## src/rtl/uart_tx_queue_if.sv

```systemverilog
// Host/transmitter-facing signal bundle for uart_tx_queue.
// master = host plus transmitter side, slave = the queue itself.
interface uart_tx_queue_if #(
   parameter int ADDR_W = 4
);
   logic [7:0]      wr_data;
   logic            wr_en;
   logic            ovf_clr;
   logic            tx_busy;
   logic [7:0]      tx_data;
   logic            tx_start;
   logic            full;
   logic            empty;
   logic [ADDR_W:0] count;
   logic            overflow;

   modport master (
      output wr_data, wr_en, ovf_clr, tx_busy,
      input  tx_data, tx_start, full, empty, count, overflow
   );

   modport slave (
      input  wr_data, wr_en, ovf_clr, tx_busy,
      output tx_data, tx_start, full, empty, count, overflow
   );
endinterface

```

## src/rtl/uart_tx_queue.sv

```systemverilog
// Byte FIFO feeding a UART transmitter: one tx_start per byte, next launch only
// after the transmitter's busy window closes. Registered full/empty/count, sticky overflow.
module uart_tx_queue #(
   parameter int DEPTH  = 16,
   parameter int ADDR_W = 4
) (
   input logic            clk,
   input logic            reset_n,
   uart_tx_queue_if.slave bus
);
   typedef enum logic [1:0] {IDLE, LAUNCH, WAIT_BUSY, WAIT_DONE} state_t;

   logic [7:0]        mem [DEPTH];
   logic [ADDR_W-1:0] wr_ptr, rd_ptr;
   logic [ADDR_W:0]   count_q, count_nxt;
   logic              full_q, empty_q, overflow_q;
   logic [7:0]        tx_data_q;
   logic              tx_start_q;
   state_t            state;
   logic              wr_ok, pop;

   // Writes are gated by the registered full flag only, so a pop in the same
   // cycle never rescues a write that arrives while full.
   assign wr_ok = bus.wr_en && !full_q;
   assign pop   = (state == IDLE) && !empty_q;

   always_comb begin
      count_nxt = count_q;
      unique case ({wr_ok, pop})
         2'b10:   count_nxt = count_q + 1'b1;
         2'b01:   count_nxt = count_q - 1'b1;
         default: count_nxt = count_q;
      endcase
   end

   always_ff @(posedge clk) begin
      if (wr_ok) mem[wr_ptr] <= bus.wr_data;
   end

   always_ff @(posedge clk or negedge reset_n) begin
      if (!reset_n) begin
         wr_ptr     <= '0;
         count_q    <= '0;
         full_q     <= 1'b0;
         empty_q    <= 1'b1;
         overflow_q <= 1'b0;
      end else begin
         if (wr_ok) wr_ptr <= wr_ptr + 1'b1;
         count_q <= count_nxt;
         full_q  <= (count_nxt == (ADDR_W+1)'(DEPTH));
         empty_q <= (count_nxt == '0);
         // a drop in the same cycle as a clear keeps the flag set
         if (bus.wr_en && full_q) overflow_q <= 1'b1;
         else if (bus.ovf_clr)    overflow_q <= 1'b0;
      end
   end

   always_ff @(posedge clk or negedge reset_n) begin
      if (!reset_n) begin
         state      <= IDLE;
         rd_ptr     <= '0;
         tx_data_q  <= 8'h00;
         tx_start_q <= 1'b0;
      end else begin
         tx_start_q <= 1'b0;
         unique case (state)
            IDLE: if (!empty_q) begin
               tx_data_q  <= mem[rd_ptr];
               rd_ptr     <= rd_ptr + 1'b1;
               tx_start_q <= 1'b1;
               state      <= LAUNCH;
            end
            LAUNCH:    state <= WAIT_BUSY;
            WAIT_BUSY: if (bus.tx_busy)  state <= WAIT_DONE;
            WAIT_DONE: if (!bus.tx_busy) state <= IDLE;
            default:   state <= IDLE;
         endcase
      end
   end

   assign bus.tx_data  = tx_data_q;
   assign bus.tx_start = tx_start_q;
   assign bus.full     = full_q;
   assign bus.empty    = empty_q;
   assign bus.count    = count_q;
   assign bus.overflow = overflow_q;
endmodule

```

## src/flat_wrapper.sv

```systemverilog
// flat-port wrapper written by rule: the top's interface ports become plain ports
module uart_tx_queue_flat 
#(
   parameter int DEPTH  = 16,
   parameter int ADDR_W = 4
)
  (clk, reset_n, bus_wr_data, bus_wr_en, bus_ovf_clr, bus_tx_busy, bus_tx_data, bus_tx_start, bus_full, bus_empty, bus_count, bus_overflow);
  uart_tx_queue_if #(.ADDR_W(ADDR_W)) bus_i ();
  input logic clk;
  input logic reset_n;
  input wire logic [$bits(bus_i.wr_data)-1:0] bus_wr_data;
  input wire logic [$bits(bus_i.wr_en)-1:0] bus_wr_en;
  input wire logic [$bits(bus_i.ovf_clr)-1:0] bus_ovf_clr;
  input wire logic [$bits(bus_i.tx_busy)-1:0] bus_tx_busy;
  output wire logic [$bits(bus_i.tx_data)-1:0] bus_tx_data;
  output wire logic [$bits(bus_i.tx_start)-1:0] bus_tx_start;
  output wire logic [$bits(bus_i.full)-1:0] bus_full;
  output wire logic [$bits(bus_i.empty)-1:0] bus_empty;
  output wire logic [$bits(bus_i.count)-1:0] bus_count;
  output wire logic [$bits(bus_i.overflow)-1:0] bus_overflow;
  assign bus_i.wr_data = bus_wr_data;
  assign bus_i.wr_en = bus_wr_en;
  assign bus_i.ovf_clr = bus_ovf_clr;
  assign bus_i.tx_busy = bus_tx_busy;
  assign bus_tx_data = bus_i.tx_data;
  assign bus_tx_start = bus_i.tx_start;
  assign bus_full = bus_i.full;
  assign bus_empty = bus_i.empty;
  assign bus_count = bus_i.count;
  assign bus_overflow = bus_i.overflow;
  uart_tx_queue #(.DEPTH(DEPTH), .ADDR_W(ADDR_W)) u_core (.clk(clk), .reset_n(reset_n), .bus(bus_i));
endmodule
```

## config.mk

```make
export PLATFORM = sky130hd
export DESIGN_NAME = uart_tx_queue_flat
export DESIGN_NICKNAME = d
export VERILOG_FILES = /design/src/rtl/uart_tx_queue_if.sv /design/src/rtl/uart_tx_queue.sv /design/src/flat_wrapper.sv
export SDC_FILE = /design/constraint.sdc
export NUM_CORES = 1
export LEC_CHECK = 0
export CAP_MARGIN = 10
export CORE_MARGIN = 5
export CORE_UTILIZATION = 30
export DETAILED_ROUTE_END_ITERATION = 12
export HOLD_SLACK_MARGIN = 0.03
export PLACE_DENSITY = 0.56
export SLEW_MARGIN = 20
export SYNTH_ARGS = -nofsm -noshare
export SYNTH_HDL_FRONTEND = slang
export SYNTH_SLANG_ARGS = --single-unit
```

## constraint.sdc

```tcl
create_clock -name clk -period 3.7 [get_ports clk]
set_clock_uncertainty 0.05 [all_clocks]
set_input_delay 0.74 -clock clk [delete_from_list [all_inputs] [get_ports clk]]
set_output_delay 0.74 -clock clk [all_outputs]
set_load 0.05 [all_outputs]
```

==> Slide: Implementation Results <==
Synthesis and Place & Route Summary

Synthesis
  – Post-synthesis adder-cell area fraction: under 10%
  – Top-count cell post-synth: edfxtp_1
  – Post-synthesis cell count: about 340
  – Post-synthesis sequential area ratio: a little over two thirds
  – Xor+xnor area frac: around 1.5%
  – Leading cell types by count after synthesis: 128 x edfxtp_1, 39 x nand2_1, 26 x dfrtp_1
  – Yosys warning total: 0
  – Number of enable flip-flop cells: approximately 130
  – Simple Share, Synth: about 5.8%
  – Top-area cell type share of the netlist area: between 50% and 60%
  – Mux share: between 10% and 20%
  – Netlist Area Pre-Place: 6460 µm²
  – Yosys cell types: about 42
  – Comb area leader: multiplexers
  – Yosys aoi share: 1.88%
  – Mean Syn Cell Area: around 19 µm²
  – Async SR Flop Fraction: around 17%
  – Mapped Nets: about 370
  – Top cells, area: edfxtp_1 60%, dfrtp_1 10%, mux4_1 8.5%, mux4_2 6.6%, ha_1 2.3%
  – Yosys stat cell total: 343

Detailed routing
  – Drc violations: 0
  – DR iter-0 viols: about 170
  – Routed vias/inst: 4.70
  – DRT met1 WL: roughly 5800 µm
  – Vias: about 3100
  – Final WL: approximately 12000 µm
  – Routed Antenna Nets: 0
  – WL/cell: ~18 µm
  – Max Used Layer: met4
  – WL met3: 481 µm
  – Met2 Wirelength: 5660 µm

Cells and area
  – Flop area: 4520 µm²
  – Largest Register: u_core.mem
  – Clock-cell share of area: 7.63%
  – Max FFs per register: between 100 and 150
  – Comb area: ~1800 µm²
  – Final net count: about 400
  – Non-clk buf share: under 10%
  – Comb/total area: a little under a quarter
  – Logic inverters: 9
  – Final Cell Area: approximately 7600 µm²
  – Top Layout Cells: 128 x edfxtp_1, 39 x nand2_1, 29 x clkdlybuf4s50_1
  – Seq area share: 59.8%
  – Fraction of layout cells with a size suffix above 1: 15.1%
  – Fin util: 35.8%
  – FILL cells: 1945

STA
  – Post-layout min period: 2.99 ns
  – Setup WS post-layout: 0.710 ns
  – Max Freq: 334 MHz
  – Fin. max-slew vios: 0
  – Slew @ Worst Pin: about 0.67 ns
  – Setup TNS: 0 ns
  – Tcrit/Tclk final: roughly 81%
  – Hold violation total from the final report: 0
  – RSZ-0062 raised after global routing: no

Power and ir drop
  – Switching Fraction: between 30 and 40%
  – Seq. pwr: between 2000 and 2500 µW
  – Peak supply drop: roughly 0.00031 V
  – Clock power share: between 20% and 30%
  – Internal power: between 4000 and 5000 µW
  – Comb pwr share: 33.2%
  – Top Consumer: registers
  – Leak pwr: ~0.0026 µW
  – Pwr Density: roughly 810 nW/µm²
  – Comb pwr: 2020 µW
  – Net switching power: roughly 2000 µW

Die
  – Tapcells: roughly 280
  – IO Count: 30
  – Standard-cell rows: roughly 53
  – Die area: 24600 µm²
  – Die W: 157 µm

Setup path
  – Reg2reg path depth: 14
  – Worst EP required: about 4.0 ns
  – Max incr delay on CP: about 0.42 ns
  – Reg2reg start: u_core.state[1]$_DFFE_PN0P_
  – Critical-path maximum fanout: 17
  – Worst Setup Start Kind: flop
  – CP Capture Type: flop
  – Worst path slowest cell: dfrtp_1
  – R2r setup slk: 0.71 ns
  – Cells along the critical path: inv_1 -> ha_1 -> nand2b_1 -> buf_4 -> inv_2 -> nand2_1 -> xnor2_1 -> ha_1 -> a21oi_1 -> a21boi_0 -> o21bai_1 -> a21oi_1 -> nand2b_1 -> o22ai_1
  – Critical path's top delay family: AND-OR/OR-AND gates
  – End of the critical path: u_core.bus.empty$_DFF_PN1_
  – Critical path depth: 14

Placed design
  – DP Area: approximately 7000 µm²
  – Detail Placement HPWL: between 8000 and 9000 µm
  – Worst slack, placed: between 0.4 and 0.5 ns

GRT
  – GRT met3 Usage: between 2 and 3%
  – Vias in the first global route: 3192
  – Busiest layer in global routing: met2
  – First-pass GRT wire length: around 19000 µm
  – Largest net degree at the start of global routing: 36
  – Initial antenna violation count: 0
  – Total track usage: between 10% and 20%
  – GR Util met1: ~14%
  – GRT overflow: 0

Clock tree
  – Clock buffer count from CTS: 17
  – Post-CTS Resized: 0
  – CTS HTree Levels: 4
  – Clk root buf: clkbuf_16
  – Clock Path Buffers: 2
  – Post-CTS Setup Inserts: 0
  – CTS tree: built
  – Clock latency on the worst-skew pair: 0.42 ns

Worst hold path
  – Hold EP: u_core.bus.tx_data[6]$_DFFE_PN0P_
  – Hold Startpoint: u_core.bus.tx_data[6]$_DFFE_PN0P_
  – Hold Path Stages: 2

Run
  – Tool warnings: 32

Status
  – Status: finished clean
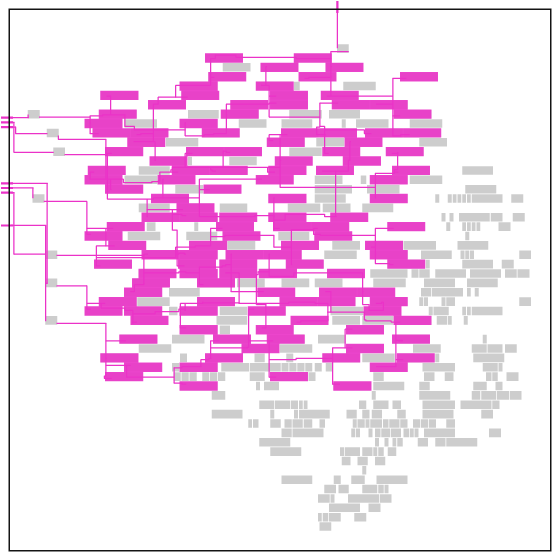
Fig. 1. I/O nets highlighted.
port	color	direction	end cells	wire
bus_wr_data	magenta	input	128	1660 µm

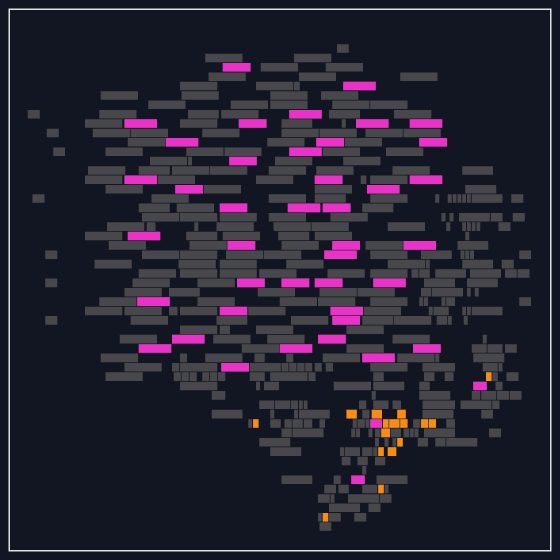
Fig. 2. Logic cells by family.
family	color	cells	most used
aoi and oai cells	orange	16	a21oi_1
mux cells	magenta	43	mux4_1

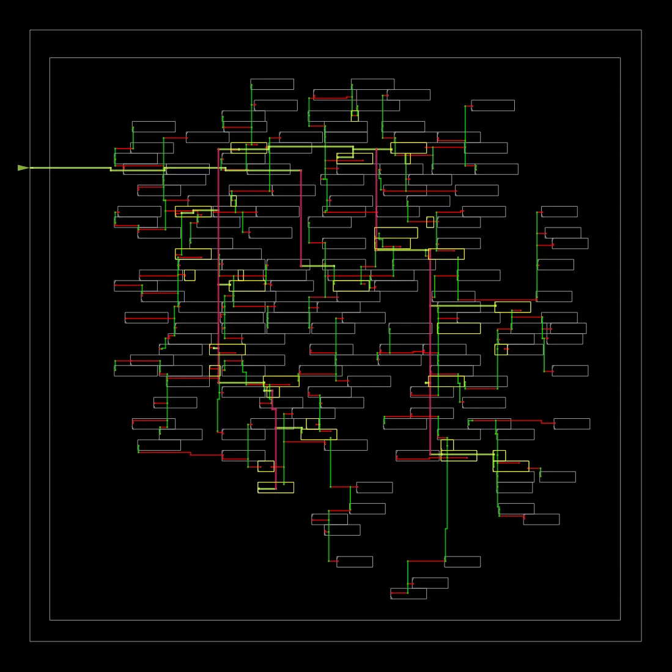
Fig. 3. The clock network.
Sink Count: 155
clock buf count: 19
Seq cells: 155

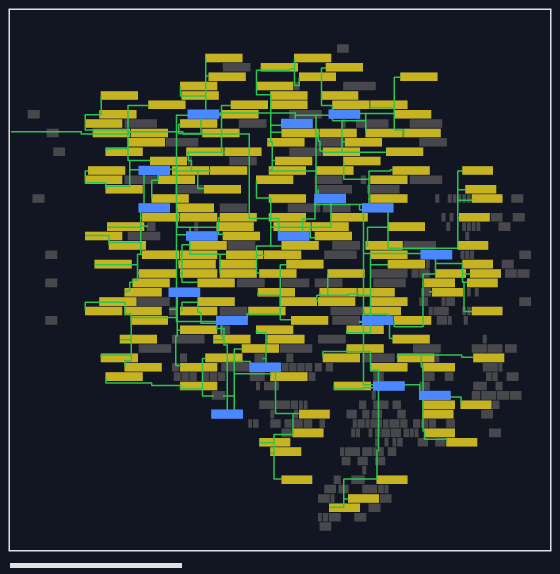
Fig. 4. Routed clock nets over the placement.
The bar under the picture is 50 µm long.
[flip-flops] yellow | count: 155
[clock wires] green | length: 1820 µm
[clock drivers] blue | count: 17
routed clock nets	18

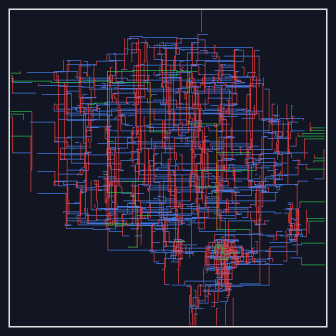
Fig. 5. Routed metal, one color a layer.
layer	color	wire length
metal 2	red	5660 µm
metal 4	orange	189 µm
metal 3	green	481 µm
metal 1	blue	5750 µm

Power figures rest on the tool's default switching activity, not on a simulated workload.
